### config.mk
export PLATFORM = sky130hd
export DESIGN_NAME = boa_csr_mfile_flat
export DESIGN_NICKNAME = d
export VERILOG_FILES = /design/src/rtl/boa_csr_mfile_if.sv /design/src/rtl/boa_csr_mfile.sv /design/src/flat_wrapper.sv
export SDC_FILE = /design/constraint.sdc
export NUM_CORES = 1
export LEC_CHECK = 0
export CAP_MARGIN = 20
export CELL_PAD_IN_SITES_DETAIL_PLACEMENT = 0
export CELL_PAD_IN_SITES_GLOBAL_PLACEMENT = 1
export CORE_MARGIN = 10
export CORE_UTILIZATION = 25
export DETAILED_ROUTE_END_ITERATION = 8
export PLACE_DENSITY = 0.6
export SLEW_MARGIN = 20
export SYNTH_ARGS = -nofsm -noshare
export SYNTH_HDL_FRONTEND = slang
export SYNTH_SLANG_ARGS = --single-unit
### constraint.sdc
create_clock -name clk -period 6.2 [get_ports clk]
set_clock_uncertainty 0.15 [all_clocks]
set_input_delay 1.86 -clock clk [delete_from_list [all_inputs] [get_ports clk]]
set_output_delay 1.86 -clock clk [all_outputs]
set_load 0.05 [all_outputs]
### src/rtl/boa_csr_mfile_if.sv
// rtl/boa_csr_mfile_if.sv - CSR access bus and CSR exception event bus for the Boa32 core
interface boa_csr_bus;
  logic        we;
  logic [11:0] addr;
  logic [31:0] wdata;
  logic        exists;
  logic        rdonly;
  logic [1:0]  priv;
  logic [31:0] rdata;

  modport CSR (input we, addr, wdata, output exists, rdonly, priv, rdata);
  modport CPU (output we, addr, wdata, input exists, rdonly, priv, rdata);
endinterface

interface boa_csr_ex_bus;
  logic        ex_trap;
  logic        ex_irq;
  logic [4:0]  ex_cause;
  logic [30:0] ex_epc;
  logic [1:0]  ex_pp;
  logic [1:0]  ex_priv;
  logic [29:0] ex_tvec;
  logic        ret;
  logic        ret_priv;
  logic [1:0]  ret_pp;
  logic [30:0] ret_epc;
  logic [31:0] irq_ip;
  logic [31:0] irq_mie;
  logic [31:0] irq_mideleg;
  logic [31:0] irq_medeleg;
  logic [31:0] irq_sie;

  modport CSR (input ex_trap, ex_irq, ex_cause, ex_epc, ex_pp, ex_priv, ret, ret_priv, irq_ip,
               output ex_tvec, ret_pp, ret_epc, irq_mie, irq_mideleg, irq_medeleg, irq_sie);
  modport CPU (output ex_trap, ex_irq, ex_cause, ex_epc, ex_pp, ex_priv, ret, ret_priv, irq_ip,
               input ex_tvec, ret_pp, ret_epc, irq_mie, irq_mideleg, irq_medeleg, irq_sie);
endinterface

### src/rtl/boa_csr_mfile.sv
// rtl/boa_csr_mfile.sv - Boa32 machine-mode CSR file: trap state, mie/mscratch, cycle/instret counters
module boa_csr_mfile #(
  parameter logic [31:0] MHARTID    = 32'h0,
  parameter logic [31:0] MVENDORID  = 32'h0,
  parameter logic [31:0] MARCHID    = 32'h0,
  parameter logic [31:0] MIMPID     = 32'h0,
  parameter logic [31:0] MISA       = 32'h4000_1100,
  parameter logic [31:0] RESET_TVEC = 32'h0
) (
  input logic         clk,
  input logic         rst_n,
  boa_csr_bus.CSR     csr,
  boa_csr_ex_bus.CSR  ex,
  input logic         retire
);

  logic        st_mie;
  logic        st_mpie;
  logic [1:0]  st_mpp;
  logic [31:0] mie_q;
  logic [31:0] mscratch_q;
  logic [29:0] tvec_base;
  logic [1:0]  tvec_mode;
  logic [30:0] mepc_q;
  logic        cause_irq;
  logic [4:0]  cause_code;
  logic [63:0] mcycle_q;
  logic [63:0] minstret_q;

  logic [31:0] mstatus_rd;
  logic [31:0] rdata;
  logic        exists;
  logic        rdonly;
  logic        trap;
  logic        do_ret;
  logic        wr;
  logic        wr_cyc_lo;
  logic        wr_cyc_hi;
  logic        wr_ins_lo;
  logic        wr_ins_hi;
  logic [1:0]  unused_priv;

  assign unused_priv = ex.ex_priv;
  assign mstatus_rd  = {19'b0, st_mpp, 3'b0, st_mpie, 3'b0, st_mie, 3'b0};

  always_comb begin
    exists = 1'b1;
    rdata  = 32'h0;
    case (csr.addr)
      12'h300:          rdata = mstatus_rd;
      12'h301:          rdata = MISA;
      12'h302, 12'h303,
      12'h343:          rdata = 32'h0;
      12'h304:          rdata = mie_q;
      12'h305:          rdata = {tvec_base, tvec_mode};
      12'h340:          rdata = mscratch_q;
      12'h341:          rdata = {mepc_q, 1'b0};
      12'h342:          rdata = {cause_irq, 26'b0, cause_code};
      12'h344:          rdata = ex.irq_ip;
      12'hB00, 12'hC00: rdata = mcycle_q[31:0];
      12'hB80, 12'hC80: rdata = mcycle_q[63:32];
      12'hB02, 12'hC02: rdata = minstret_q[31:0];
      12'hB82, 12'hC82: rdata = minstret_q[63:32];
      12'hF11:          rdata = MVENDORID;
      12'hF12:          rdata = MARCHID;
      12'hF13:          rdata = MIMPID;
      12'hF14:          rdata = MHARTID;
      default:          exists = 1'b0;
    endcase
  end

  assign rdonly     = (csr.addr[11:10] == 2'b11);
  assign csr.exists = exists;
  assign csr.rdata  = rdata;
  assign csr.rdonly = rdonly;
  assign csr.priv   = csr.addr[9:8];

  // A trap outranks a return, and either one drops the CSR write of that cycle.
  assign trap   = ex.ex_trap | ex.ex_irq;
  assign do_ret = ex.ret & ex.ret_priv & ~trap;
  assign wr     = csr.we & exists & ~rdonly & ~trap & ~do_ret;

  assign wr_cyc_lo = wr && (csr.addr == 12'hB00);
  assign wr_cyc_hi = wr && (csr.addr == 12'hB80);
  assign wr_ins_lo = wr && (csr.addr == 12'hB02);
  assign wr_ins_hi = wr && (csr.addr == 12'hB82);

  assign ex.ex_tvec     = (tvec_mode == 2'b01 && ex.ex_irq) ? tvec_base + {25'b0, ex.ex_cause}
                                                            : tvec_base;
  assign ex.ret_pp      = st_mpp;
  assign ex.ret_epc     = mepc_q;
  assign ex.irq_mie     = mie_q;
  assign ex.irq_mideleg = 32'h0;
  assign ex.irq_medeleg = 32'h0;
  assign ex.irq_sie     = ex.irq_ip & mie_q & {32{st_mie}};

  always_ff @(posedge clk or negedge rst_n) begin
    if (!rst_n) begin
      st_mie     <= 1'b0;
      st_mpie    <= 1'b0;
      st_mpp     <= 2'b11;
      mie_q      <= 32'h0;
      mscratch_q <= 32'h0;
      tvec_base  <= RESET_TVEC[31:2];
      tvec_mode  <= RESET_TVEC[1:0];
      mepc_q     <= 31'h0;
      cause_irq  <= 1'b0;
      cause_code <= 5'h0;
      mcycle_q   <= 64'h0;
      minstret_q <= 64'h0;
    end else begin
      if (trap) begin
        mepc_q     <= ex.ex_epc;
        cause_irq  <= ex.ex_irq;
        cause_code <= ex.ex_cause;
        st_mpie    <= st_mie;
        st_mie     <= 1'b0;
        st_mpp     <= ex.ex_pp;
      end else if (do_ret) begin
        st_mie  <= st_mpie;
        st_mpie <= 1'b1;
        st_mpp  <= 2'b00;
      end else if (wr) begin
        case (csr.addr)
          12'h300: begin
            st_mie  <= csr.wdata[3];
            st_mpie <= csr.wdata[7];
            // MPP only holds M or U; anything else leaves it alone.
            if (csr.wdata[12:11] == 2'b00 || csr.wdata[12:11] == 2'b11)
              st_mpp <= csr.wdata[12:11];
          end
          12'h304: mie_q      <= csr.wdata;
          12'h305: begin
            tvec_base <= csr.wdata[31:2];
            if (!csr.wdata[1])
              tvec_mode <= csr.wdata[1:0];
          end
          12'h340: mscratch_q <= csr.wdata;
          12'h341: mepc_q     <= csr.wdata[31:1];
          12'h342: begin
            cause_irq  <= csr.wdata[31];
            cause_code <= csr.wdata[4:0];
          end
          default: ;
        endcase
      end

      if (wr_cyc_lo)      mcycle_q <= {mcycle_q[63:32], csr.wdata};
      else if (wr_cyc_hi) mcycle_q <= {csr.wdata, mcycle_q[31:0]};
      else                mcycle_q <= mcycle_q + 64'd1;

      if (wr_ins_lo)      minstret_q <= {minstret_q[63:32], csr.wdata};
      else if (wr_ins_hi) minstret_q <= {csr.wdata, minstret_q[31:0]};
      else                minstret_q <= minstret_q + {63'b0, retire};
    end
  end

endmodule

### src/flat_wrapper.sv
// flat-port wrapper written by rule: the top's interface ports become plain ports
module boa_csr_mfile_flat 
#(
  parameter logic [31:0] MHARTID    = 32'h0,
  parameter logic [31:0] MVENDORID  = 32'h0,
  parameter logic [31:0] MARCHID    = 32'h0,
  parameter logic [31:0] MIMPID     = 32'h0,
  parameter logic [31:0] MISA       = 32'h4000_1100,
  parameter logic [31:0] RESET_TVEC = 32'h0
)
  (clk, rst_n, retire, csr_we, csr_addr, csr_wdata, csr_exists, csr_rdonly, csr_priv, csr_rdata, ex_ex_trap, ex_ex_irq, ex_ex_cause, ex_ex_epc, ex_ex_pp, ex_ex_priv, ex_ret, ex_ret_priv, ex_irq_ip, ex_ex_tvec, ex_ret_pp, ex_ret_epc, ex_irq_mie, ex_irq_mideleg, ex_irq_medeleg, ex_irq_sie);
  boa_csr_bus csr_i ();
  boa_csr_ex_bus ex_i ();
  input logic clk;
  input logic rst_n;
  input logic retire;
  input wire logic [$bits(csr_i.we)-1:0] csr_we;
  input wire logic [$bits(csr_i.addr)-1:0] csr_addr;
  input wire logic [$bits(csr_i.wdata)-1:0] csr_wdata;
  output wire logic [$bits(csr_i.exists)-1:0] csr_exists;
  output wire logic [$bits(csr_i.rdonly)-1:0] csr_rdonly;
  output wire logic [$bits(csr_i.priv)-1:0] csr_priv;
  output wire logic [$bits(csr_i.rdata)-1:0] csr_rdata;
  input wire logic [$bits(ex_i.ex_trap)-1:0] ex_ex_trap;
  input wire logic [$bits(ex_i.ex_irq)-1:0] ex_ex_irq;
  input wire logic [$bits(ex_i.ex_cause)-1:0] ex_ex_cause;
  input wire logic [$bits(ex_i.ex_epc)-1:0] ex_ex_epc;
  input wire logic [$bits(ex_i.ex_pp)-1:0] ex_ex_pp;
  input wire logic [$bits(ex_i.ex_priv)-1:0] ex_ex_priv;
  input wire logic [$bits(ex_i.ret)-1:0] ex_ret;
  input wire logic [$bits(ex_i.ret_priv)-1:0] ex_ret_priv;
  input wire logic [$bits(ex_i.irq_ip)-1:0] ex_irq_ip;
  output wire logic [$bits(ex_i.ex_tvec)-1:0] ex_ex_tvec;
  output wire logic [$bits(ex_i.ret_pp)-1:0] ex_ret_pp;
  output wire logic [$bits(ex_i.ret_epc)-1:0] ex_ret_epc;
  output wire logic [$bits(ex_i.irq_mie)-1:0] ex_irq_mie;
  output wire logic [$bits(ex_i.irq_mideleg)-1:0] ex_irq_mideleg;
  output wire logic [$bits(ex_i.irq_medeleg)-1:0] ex_irq_medeleg;
  output wire logic [$bits(ex_i.irq_sie)-1:0] ex_irq_sie;
  assign csr_i.we = csr_we;
  assign csr_i.addr = csr_addr;
  assign csr_i.wdata = csr_wdata;
  assign csr_exists = csr_i.exists;
  assign csr_rdonly = csr_i.rdonly;
  assign csr_priv = csr_i.priv;
  assign csr_rdata = csr_i.rdata;
  assign ex_i.ex_trap = ex_ex_trap;
  assign ex_i.ex_irq = ex_ex_irq;
  assign ex_i.ex_cause = ex_ex_cause;
  assign ex_i.ex_epc = ex_ex_epc;
  assign ex_i.ex_pp = ex_ex_pp;
  assign ex_i.ex_priv = ex_ex_priv;
  assign ex_i.ret = ex_ret;
  assign ex_i.ret_priv = ex_ret_priv;
  assign ex_i.irq_ip = ex_irq_ip;
  assign ex_ex_tvec = ex_i.ex_tvec;
  assign ex_ret_pp = ex_i.ret_pp;
  assign ex_ret_epc = ex_i.ret_epc;
  assign ex_irq_mie = ex_i.irq_mie;
  assign ex_irq_mideleg = ex_i.irq_mideleg;
  assign ex_irq_medeleg = ex_i.irq_medeleg;
  assign ex_irq_sie = ex_i.irq_sie;
  boa_csr_mfile #(.MHARTID(MHARTID), .MVENDORID(MVENDORID), .MARCHID(MARCHID), .MIMPID(MIMPID), .MISA(MISA), .RESET_TVEC(RESET_TVEC)) u_core (.clk(clk), .rst_n(rst_n), .csr(csr_i), .ex(ex_i), .retire(retire));
endmodule
==> flow_summary.json <==
{
  "h-tree-depth": 2,
  "maxSlewViolCount": 0,
  "placedCellCount": 3241,
  "cts_resized": 74,
  "worst_skew_pair.late_latency_ns": 0.57,
  "r2r-start": "u_core.mcycle_q[0]$_DFFE_PN0P_",
  "portBuffers": 284,
  "drc": 0,
  "synth_area_um2": 17400,
  "grt_max_degree": 93,
  "fmax_mhz": 163,
  "layout_top_cell": "dfrtp_1",
  "maxSlewHeadroom_pct": 21.6,
  "grtUsageMet3_pct": 4.72,
  "post-cts-setup-buffer-count": 22,
  "postLayoutCellArea_um2": 24800,
  "fill_cells": 7051,
  "numCtsBuffers": 36,
  "yosys.area.top_type_share_pct": 37.7,
  "cts_tree": "done",
  "criticalPathCategory": "input port to primary output",
  "arrival_ns": 4.14,
  "p_total_uw": 4850,
  "place_area_um2": 23100,
  "drtIter0Drc": 2283,
  "min_from": "u_core.cause_code[2]$_DFFE_PN0P_",
  "crit_path_end": "csr_rdata[26]",
  "hold_viol": 0,
  "final_antenna_net_count": 0,
  "cp.required_ns": 4.19,
  "worstSetupEndpointType": "primary output",
  "yosys-stat-area_um2": 17400,
  "critPathSlowestCell": "a222oi_1",
  "synth-edff-count": 0,
  "grt_pass1_wl_um": 136000,
  "ys_types": 87,
  "layout_top_cells": "262 x dfrtp_1, 205 x buf_4, 204 x nand2_1, 204 x clkdlybuf4s50_1, 113 x o21ai_0",
  "synthTopCellsByArea": "dfrtp_1 38%, mux2_2 6.5%, nand2_1 4.5%, o21ai_0 3.3%, a21oi_1 3.1%",
  "cts_sinks": 264,
  "grt_use_met2_pct": 37.0,
  "overflow": 0,
  "grtUsageMet1_pct": 30.0,
  "status": "complete, no violations",
  "final_core_util_pct": 36.1,
  "ys_seq_share_pct": 38.0,
  "warnings": 28,
  "wl_met3_um": 8140,
  "met1_length_um": 40300,
  "vias": 18700,
  "rrSetupSlack_ns": 2.94,
  "core_area_um2": 68700,
  "ys_sh_mux_pct": 9.59,
  "worstPathCellList": "buf_4 -> buf_6 -> and4b_2 -> nor2_2 -> buf_4 -> buf_4 -> buf_4 -> nor3_4 -> buf_4 -> buf_12 -> a222oi_1 -> o211ai_1 -> clkbuf_16",
  "fp.dieH_um": 284,
  "drt_first_pass_iters": 7,
  "fp_util_pct": 25.3,
  "setup_viol_count_final": 0,
  "whs_path_depth": 1,
  "antenna_found_initial": 4,
  "async_flop_share_pct": 100,
  "io_pins": 351,
  "worstHoldEndpoint": "u_core.cause_code[2]$_DFFE_PN0P_",
  "dp_worst_setup_slack_ns": -0.287,
  "top_area_cell": "dfrtp_1",
  "rr_worst_depth": 7,
  "cpMostUsedCell": "buf_4",
  "yosys_warnings": 0,
  "drive_above_1_share_pct": 23.0,
  "finalNetCount": 2505,
  "routed_wl_um": 95800,
  "area_delta_synth_final_pct": 42.8,
  "period_used_pct": 99.1,
  "flop_cell": "dfrtp_1",
  "die-area_um2": 80500,
  "gp_congestion": 0.908
}
-- sequential cells by signal (all words and copies together), names as in the netlist, 2 cells and up --
name	count
u_core.mcycle_q	64
u_core.tvec_base	30
u_core.cause_code	5
u_core.ex.ret_pp	2
u_core.ex.irq_mie	32
u_core.mscratch_q	32
u_core.minstret_q	64
u_core.ex.ret_epc	31
-- power by group --
| part | leakage [uW] | total [uW] | switching, uW | internal (uW) |
|---|---|---|---|---|
| registers | 0.00341 | 1960 | 156 | 1810 |
| clock network | 0.000599 | 2180 | 874 | 1300 |
| logic | 0.00687 | 713 | 476 | 238 |
| total | 0.0109 | 4850 | 1510 | 3350 |
-- worst max-delay path: cells and delay by family --
family          cells  cell delay [ns]
buf+inv             8             1.11
compound gates      2             0.79
simple gates        3             0.36
-- area by class of cell --
cell class                 instances  area (um^2)  share of cell area (%)
antenna                            1         2.50                  0.0101
clock buffer                      47         1030                    4.17
clock inverter                    13          173                   0.696
inverter                          22         82.6                   0.333
multi-input combinational       1522        10100                    40.9
sequential                       264         6610                    26.6
tap                              931         1160                    4.70
timing repair buffer             526         5610                    22.6
-- cell usage after synthesis, types with 7 or more instances --
cell	n
mux2i_1	54
a32oi_1	13
o32ai_1	8
or3_1	11
a221oi_1	18
and3_1	79
buf_4	70
nand2b_1	7
nand2_1	208
a21oi_1	109
or4_1	12
nor3_2	7
dfrtp_1	262
a222oi_1	37
a221o_1	31
nor4_1	19
buf_2	37
nor2_1	115
inv_1	22
xnor2_1	21
and4_1	18
o22ai_1	19
and2_1	14
mux2_2	100
a21o_1	10
nand3_1	97
nor3_1	42
o21ai_0	114
o211ai_1	26
nor2b_1	10
a31oi_1	13
nand4_1	47
a22oi_1	47
clkbuf_1	77
xor2_1	7
a22o_1	28
buf_1	7
ha_1	8
Signal wires by layer:
Scale bar: 100 um.
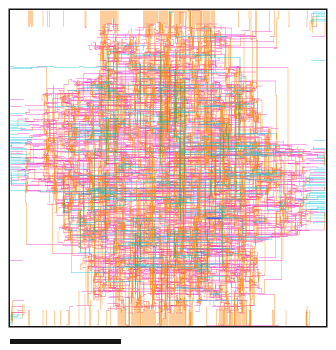
[met1] magenta | wire length: 40.3 mm
[met4] green | wire length: 2,810 um
[met2] orange | wire length: 44.6 mm
[met5] blue | wire length: 12.0 um
[met3] cyan | wire length: 8,150 um

Placement by cell class:
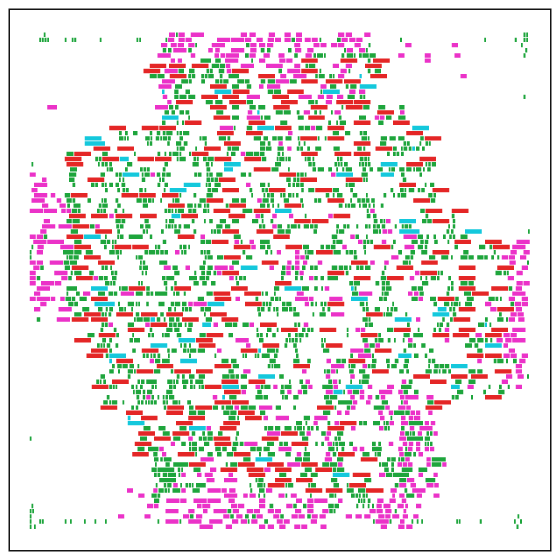
[other buffers and delay cells] magenta | cells: 526 | share of their area: 24%
[clock drivers and dummy loads] cyan | cells: 60 | share of their area: 5.1%
[flops] red | cells: 264 | share of their area: 28%
[all other logic] green | cells: 1,544 | share of their area: 43%

Power figures rest on the tool's default switching activity, not on a simulated workload.
